## src/rtl/led_pattern_ctrl.sv

```systemverilog
// LED pattern sequencer for an 8-LED bank.
// Two debounced push-buttons select one of five display patterns and one of
// four step rates. A free-running tick counter paces the pattern steps.

// Synchroniser, debouncer and rising-edge press detector for one raw button.
module led_btn_debounce #(
  parameter int unsigned DB_CYCLES = 1_000_000
) (
  input  logic clk,
  input  logic rst,
  input  logic btn_i,
  output logic press_o
);

  logic        s1_q;
  logic        s2_q;
  logic        db_q;
  logic        db_prev_q;
  logic        press_q;
  logic [31:0] db_cnt_q;

  // Two-flop synchroniser for the asynchronous button input.
  always_ff @(posedge clk or posedge rst) begin
    if (rst) begin
      s1_q <= 1'b0;
      s2_q <= 1'b0;
    end else begin
      s1_q <= btn_i;
      s2_q <= s1_q;
    end
  end

  // Accept a new level only after it has differed from db for DB_CYCLES cycles.
  always_ff @(posedge clk or posedge rst) begin
    if (rst) begin
      db_q     <= 1'b0;
      db_cnt_q <= '0;
    end else if (s2_q == db_q) begin
      db_cnt_q <= '0;
    end else if (db_cnt_q == 32'(DB_CYCLES - 1)) begin
      db_q     <= s2_q;
      db_cnt_q <= '0;
    end else begin
      db_cnt_q <= db_cnt_q + 32'd1;
    end
  end

  // One-cycle press pulse on the 0->1 transition of the debounced level.
  always_ff @(posedge clk or posedge rst) begin
    if (rst) begin
      db_prev_q <= 1'b0;
      press_q   <= 1'b0;
    end else begin
      db_prev_q <= db_q;
      press_q   <= db_q & ~db_prev_q;
    end
  end

  assign press_o = press_q;

endmodule

module led_pattern_ctrl #(
  parameter int unsigned TICK_CYCLES = 50_000_000,
  parameter int unsigned DB_CYCLES   = 1_000_000
) (
  input  logic       clk,
  input  logic       rst,
  input  logic       btn_mode,
  input  logic       btn_speed,
  input  logic       pause,
  output logic [7:0] led,
  output logic [2:0] mode,
  output logic [1:0] speed,
  output logic       tick
);

  typedef enum logic [2:0] {
    FLOW_L = 3'd0,
    FLOW_R = 3'd1,
    BOUNCE = 3'd2,
    BLINK  = 3'd3,
    COUNT  = 3'd4
  } mode_e;

  // dir encoding: 0 = shifting left (towards bit 7), 1 = shifting right.
  localparam logic DIR_LEFT  = 1'b0;
  localparam logic DIR_RIGHT = 1'b1;

  mode_e       state_q, state_d;
  logic [7:0]  led_q, led_d;
  logic        dir_q, dir_d;
  logic [1:0]  speed_q, speed_d;
  logic [31:0] cnt_q, cnt_d;
  logic        tick_q, tick_d;

  logic        mode_press;
  logic        speed_press;
  logic [31:0] period;
  logic [7:0]  bounce_led;
  logic        state_ok;

  led_btn_debounce #(.DB_CYCLES(DB_CYCLES)) u_db_mode (
    .clk     (clk),
    .rst     (rst),
    .btn_i   (btn_mode),
    .press_o (mode_press)
  );

  led_btn_debounce #(.DB_CYCLES(DB_CYCLES)) u_db_speed (
    .clk     (clk),
    .rst     (rst),
    .btn_i   (btn_speed),
    .press_o (speed_press)
  );

  assign period     = 32'(TICK_CYCLES) >> speed_q;
  assign bounce_led = (dir_q == DIR_RIGHT) ? (led_q >> 1) : (led_q << 1);
  assign state_ok   = state_q inside {FLOW_L, FLOW_R, BOUNCE, BLINK, COUNT};

  // State, LED, rate and tick counter registers.
  always_ff @(posedge clk or posedge rst) begin
    if (rst) begin
      state_q <= FLOW_L;
      led_q   <= 8'h01;
      dir_q   <= DIR_LEFT;
      speed_q <= 2'd0;
      cnt_q   <= '0;
      tick_q  <= 1'b0;
    end else begin
      state_q <= state_d;
      led_q   <= led_d;
      dir_q   <= dir_d;
      speed_q <= speed_d;
      cnt_q   <= cnt_d;
      tick_q  <= tick_d;
    end
  end

  // Next-state: presses restart the period and win over a coincident step.
  always_comb begin
    state_d = state_q;
    led_d   = led_q;
    dir_d   = dir_q;
    speed_d = speed_q;
    cnt_d   = cnt_q;
    tick_d  = 1'b0;

    if (speed_press) speed_d = speed_q + 2'd1;

    if (mode_press || speed_press) begin
      cnt_d = '0;
    end else if (!pause) begin
      if (cnt_q == period - 32'd1) begin
        cnt_d  = '0;
        tick_d = 1'b1;
      end else begin
        cnt_d = cnt_q + 32'd1;
      end
    end

    if (mode_press) begin
      dir_d = DIR_LEFT;
      case (state_q)
        FLOW_L:  begin state_d = FLOW_R; led_d = 8'h80; end
        FLOW_R:  begin state_d = BOUNCE; led_d = 8'h01; end
        BOUNCE:  begin state_d = BLINK;  led_d = 8'h00; end
        BLINK:   begin state_d = COUNT;  led_d = 8'h00; end
        default: begin state_d = FLOW_L; led_d = 8'h01; end
      endcase
    end else if (tick_d) begin
      case (state_q)
        FLOW_L:  led_d = {led_q[6:0], led_q[7]};
        FLOW_R:  led_d = {led_q[0], led_q[7:1]};
        BOUNCE: begin
          led_d = bounce_led;
          if (bounce_led == 8'h80)      dir_d = DIR_RIGHT;
          else if (bounce_led == 8'h01) dir_d = DIR_LEFT;
        end
        BLINK:   led_d = ~led_q;
        COUNT:   led_d = led_q + 8'd1;
        default: led_d = 8'h01;
      endcase
    end

    // Undefined encodings recover to the first pattern.
    if (!state_ok) begin
      state_d = FLOW_L;
      led_d   = 8'h01;
      dir_d   = DIR_LEFT;
    end
  end

  assign led   = led_q;
  assign mode  = state_q;
  assign speed = speed_q;
  assign tick  = tick_q;

endmodule
```

## config.mk

```make
export PLATFORM = sky130hd
export DESIGN_NAME = led_pattern_ctrl
export DESIGN_NICKNAME = d
export VERILOG_FILES = /design/src/rtl/led_pattern_ctrl.sv
export SDC_FILE = /design/constraint.sdc
export NUM_CORES = 1
export LEC_CHECK = 0
export ABC_CLOCK_PERIOD_IN_PS = 7680
export CAP_MARGIN = 0
export CORE_AREA = 2 2 110 112
export DETAILED_ROUTE_END_ITERATION = 6
export DIE_AREA = 0 0 112 114
export HOLD_SLACK_MARGIN = 0.05
export PLACE_DENSITY = 0.77
export SLEW_MARGIN = 5
export SYNTH_ARGS = -nofsm -noshare
export SYNTH_HDL_FRONTEND = slang
export SYNTH_SLANG_ARGS = --single-unit
```

## constraint.sdc

```tcl
create_clock -name clk -period 7.68 [get_ports clk]
set_input_delay 0.768 -clock clk [delete_from_list [all_inputs] [get_ports clk]]
set_output_delay 0.768 -clock clk [all_outputs]
set_load 0.01 [all_outputs]
```

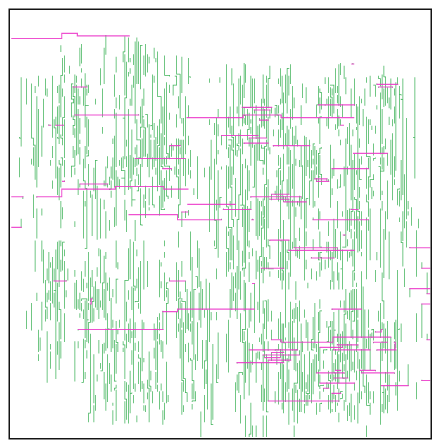
Figure 1: run 1, routed metal, one color a layer.
Two of the layers only.
legend:
  metal 3:
    color: magenta
    wire_length: 670 um
  metal 2:
    color: green
    wire_length: 7030 um

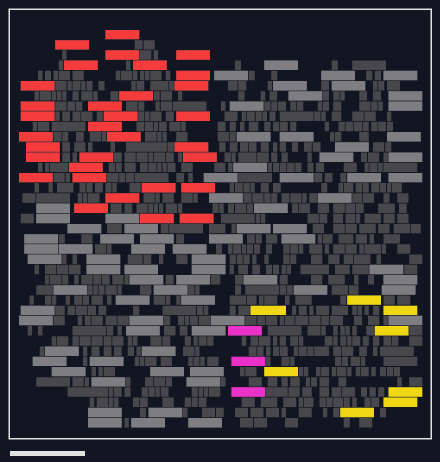
Figure 2: run 1, sequential cells grouped by signal name.
The bar under the picture is 20 um long.
legend:
  led:
    color: yellow
    placed_flops: 8
    where: south-east
  mode:
    color: magenta
    placed_flops: 3
  u_db_speed.db_cnt_q:
    color: red
    placed_flops: 32
not colored: 78

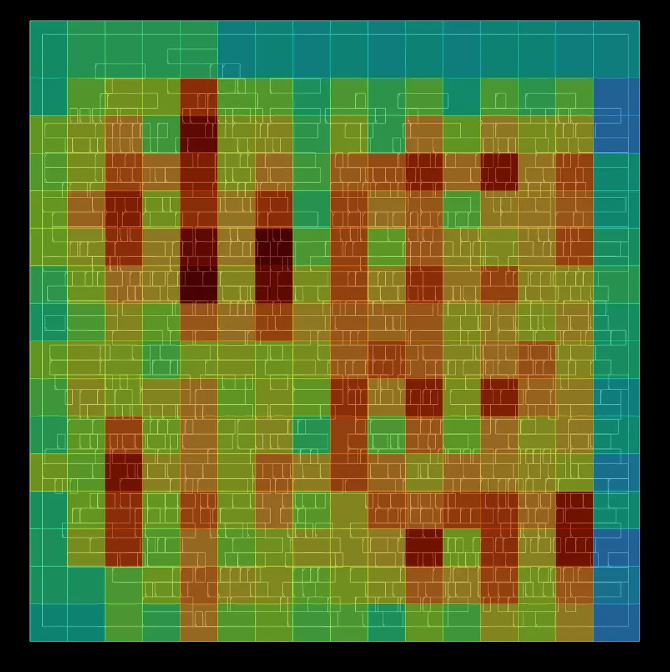
Figure 3: run 1, congestion heat map.
average wire per standard cell: 15.6 um
met2 usage: 38.7%

==> changes_impl.md, run 1 <==
### Implementation results

* Share of layout cells above drive strength 1 at a little under 7%
* Clk_lat worst skew at roughly 420 ps
* List of most frequent post-synthesis cells: dfrtp_1, nor2_1, nand3_1, nand2_1, xnor2_1
* Routability cong. at roughly 0.89
* Fraction of area in multi-input gates at 45.5%
* GR Overflow Total at 0
* Cells after synthesis at between 700 and 800
* Netlist cell types at approximately 59
* Total die area at between 10000 and 15000 um^2
* Met3 wire length at 670 um
* Final setup viols at 0
* Largest net degree at the start of global routing at slightly above 80
* Max-Cap Viols at 0
* FFs & Latches at 121
* CTS Buffer Depth at 2
* Drt total wl at ~14000 um
* Largest class: combinational gates
* Mapped Nets at slightly below 800
* Most frequent cells in the layout: dfrtp_1, nor2_1, nand3_1
* Top cell area share at ~44%
* Seq share, synth at 44.5%
* Post-layout period usage at roughly half
* GR Util met1 at roughly a third
* Ys Warns at 0
* Clk pwr at around 0.00081 W
* Outcome: finished clean
* Psw at 0.000360 W
* Buffering overhead at under 10%
* GRT Util Overall at 24.4%
* Logic cell area at roughly 3500 um^2
* Sequential share of power at between 40% and 50%
* Worst path required time at roughly 8000 ps
* Well Taps at 147
* Placed Cells at between 800 and 900
* CP delay by family, top: AND-OR/OR-AND gates
* Total power at around 0.0015 W
* Hold-fix buffers, CTS at 0
* RSZ-0062 raised after global routing: false
* Async SR Flop Fraction at 100%
* Layout fillers at around 940
==> run 1: final timing paths <==
check / from / endpoint / slack (ps) / cells after the start
max: speed[0]$_DFFE_PP0P_ / cnt_q[28]$_DFFE_PP0P_ / 3930 / 10
min: u_db_speed.s1_q$_DFF_PP0_ / u_db_speed.s2_q$_DFF_PP0_ / 350 / 0
max reg2reg: speed[0]$_DFFE_PP0P_ / cnt_q[28]$_DFFE_PP0P_ / 3930 / 10
min reg2reg: u_db_speed.s1_q$_DFF_PP0_ / u_db_speed.s2_q$_DFF_PP0_ / 350 / 0
max in group asynchronous: rst / cnt_q[22]$_DFFE_PP0P_ / 5550 / 3
min in group asynchronous: rst / u_db_mode.db_cnt_q[25]$_DFF_PP0_ / 740 / 2
==> run 1 -> run 2 <==
Settings changed: ABC_CLOCK_PERIOD_IN_PS 7680 to 3200, CORE_AREA 2 2 110 112 to 2 2 114 116, DIE_AREA 0 0 112 114 to 0 0 116 118, PLACE_DENSITY 0.77 to 0.75.
Clock period 7.68 ns to 3.2 ns, I/O delays scaled along.
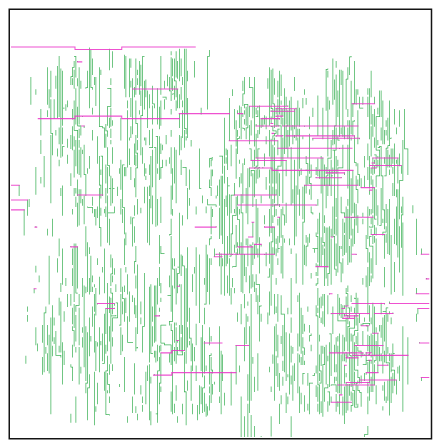
Figure 4: run 2, routed metal, one color a layer.
Two of the layers only.
legend:
  metal 2:
    color: green
    wire_length: 7270 um
  metal 3:
    color: magenta
    wire_length: 647 um

==> run 2 against run 1 <==
- global-route usage down 0.14 points
- die size is 7.2% higher
- via count increased by 3.1%
- largest cell class unchanged
- synthesized cell count did not move
==> changes_impl.md, run 2 <==
### Implementation results

* Total power at about 0.0036 W
* Yosys Instances at between 700 and 800
* Seq area share at between 30% and 40%
* Average wire per standard cell at around 16 um
* Count leader, synth: dfrtp_1
* Worst path required time at around 3500 ps
* R2R setup slack at ~98 ps
* Count of library flops with an enable pin at 0
* Drt total wl at between 15000 and 20000 um
* Routability cong. at between 0.8 and 0.9
* Logic cell area at 3490 um^2
* Clk_lat worst skew at 420 ps
* Final setup viols at 0
* Ys Warns at 0
* Seq share, synth at between 40% and 50%
* Fmax at ~320 MHz
* CTS Buffer Depth at 2
* Worst Setup EP: led[6]$_DFFE_PP0P_
* Placed Cells at around 940
* Max-Cap Viols at 0
* Detailed Place HPWL at just under 10000 um
* Buffering overhead at approximately 5.2%
* Largest net degree at the start of global routing at around 45
* Outcome: finished clean
* Initial antenna violation count at 0
* Most numerous logic cell after layout: dfrtp_1
* Mapped Nets at a little under 800
* Post-layout period usage at 96.9%
* Netlist cell types at approximately 60
* Share of layout cells above drive strength 1 at about 10%
* Fraction of area in multi-input gates at between 40% and 50%
* Post-route ant nets at 0
* Layout fillers at 1026
* Async SR Flop Fraction at 100%
* Largest class: combinational gates
* Setup crit start: speed[0]$_DFFE_PP0P_
* Worst Path Arrival at 3440 ps
* Cells on worst reg2reg path at 11
* Cells after synthesis at roughly 760
* List of most frequent post-synthesis cells: dfrtp_1, nor2_1, nand3_1, nand2_1, xnor2_1
* Most frequent cells in the layout: dfrtp_1, nor2_1, nand3_1
* Well Taps at roughly 170
* Clk root buf: clkbuf_16
* Clk_skew at about 8.8 ps
* Hold-fix buffers, CTS at 0
* Crit Reg-Reg Endpoint: led[6]$_DFFE_PP0P_
* FF+latch count, synth at 121
* GR Overflow Total at 0
* FFs & Latches at around 120
* Top cell area share at between 40% and 50%
* FF-to-FF Start: speed[0]$_DFFE_PP0P_
* GRT Util Overall at 24.3%
* Total die area at between 10000 and 15000 um^2
* Min Hold Slack at around 350 ps
* Yosys synthesis chip area at around 7000 um^2
* Dominant comb cell: simple AND/OR/NAND/NOR gates
run 2: cell counts after synthesis:
Identical to the previous run, type by type.
run 2: where the power goes:
part	leakage, nW	internal, W	switching, W
combinational	1.35	0.0000656	0.000104
clock	0.276	0.00115	0.000695
sequential	1.66	0.00156	0.0000419
run 2: worst max-delay path, cell delays in order (launching register included):
cell	delay, ps
dfrtp_2	430
inv_2	70
ha_1	160
inv_1	50
ha_1	310
xnor2_1	130
a2111o_1	380
or4_4	550
buf_4	170
nor4_2	480
o21ai_1	130
a21oi_1	160
run 2: layer usage:
layer,share of wire [%],vias to the layer above,track usage [%]
li1,-,2728,-
met1,46,2752,33.2
met2,48,172,37.5
met3,4.2,35,5.51
met4,2.5,0,9.15
met5,0,-,0
Power is estimated from default activity; no workload was simulated.
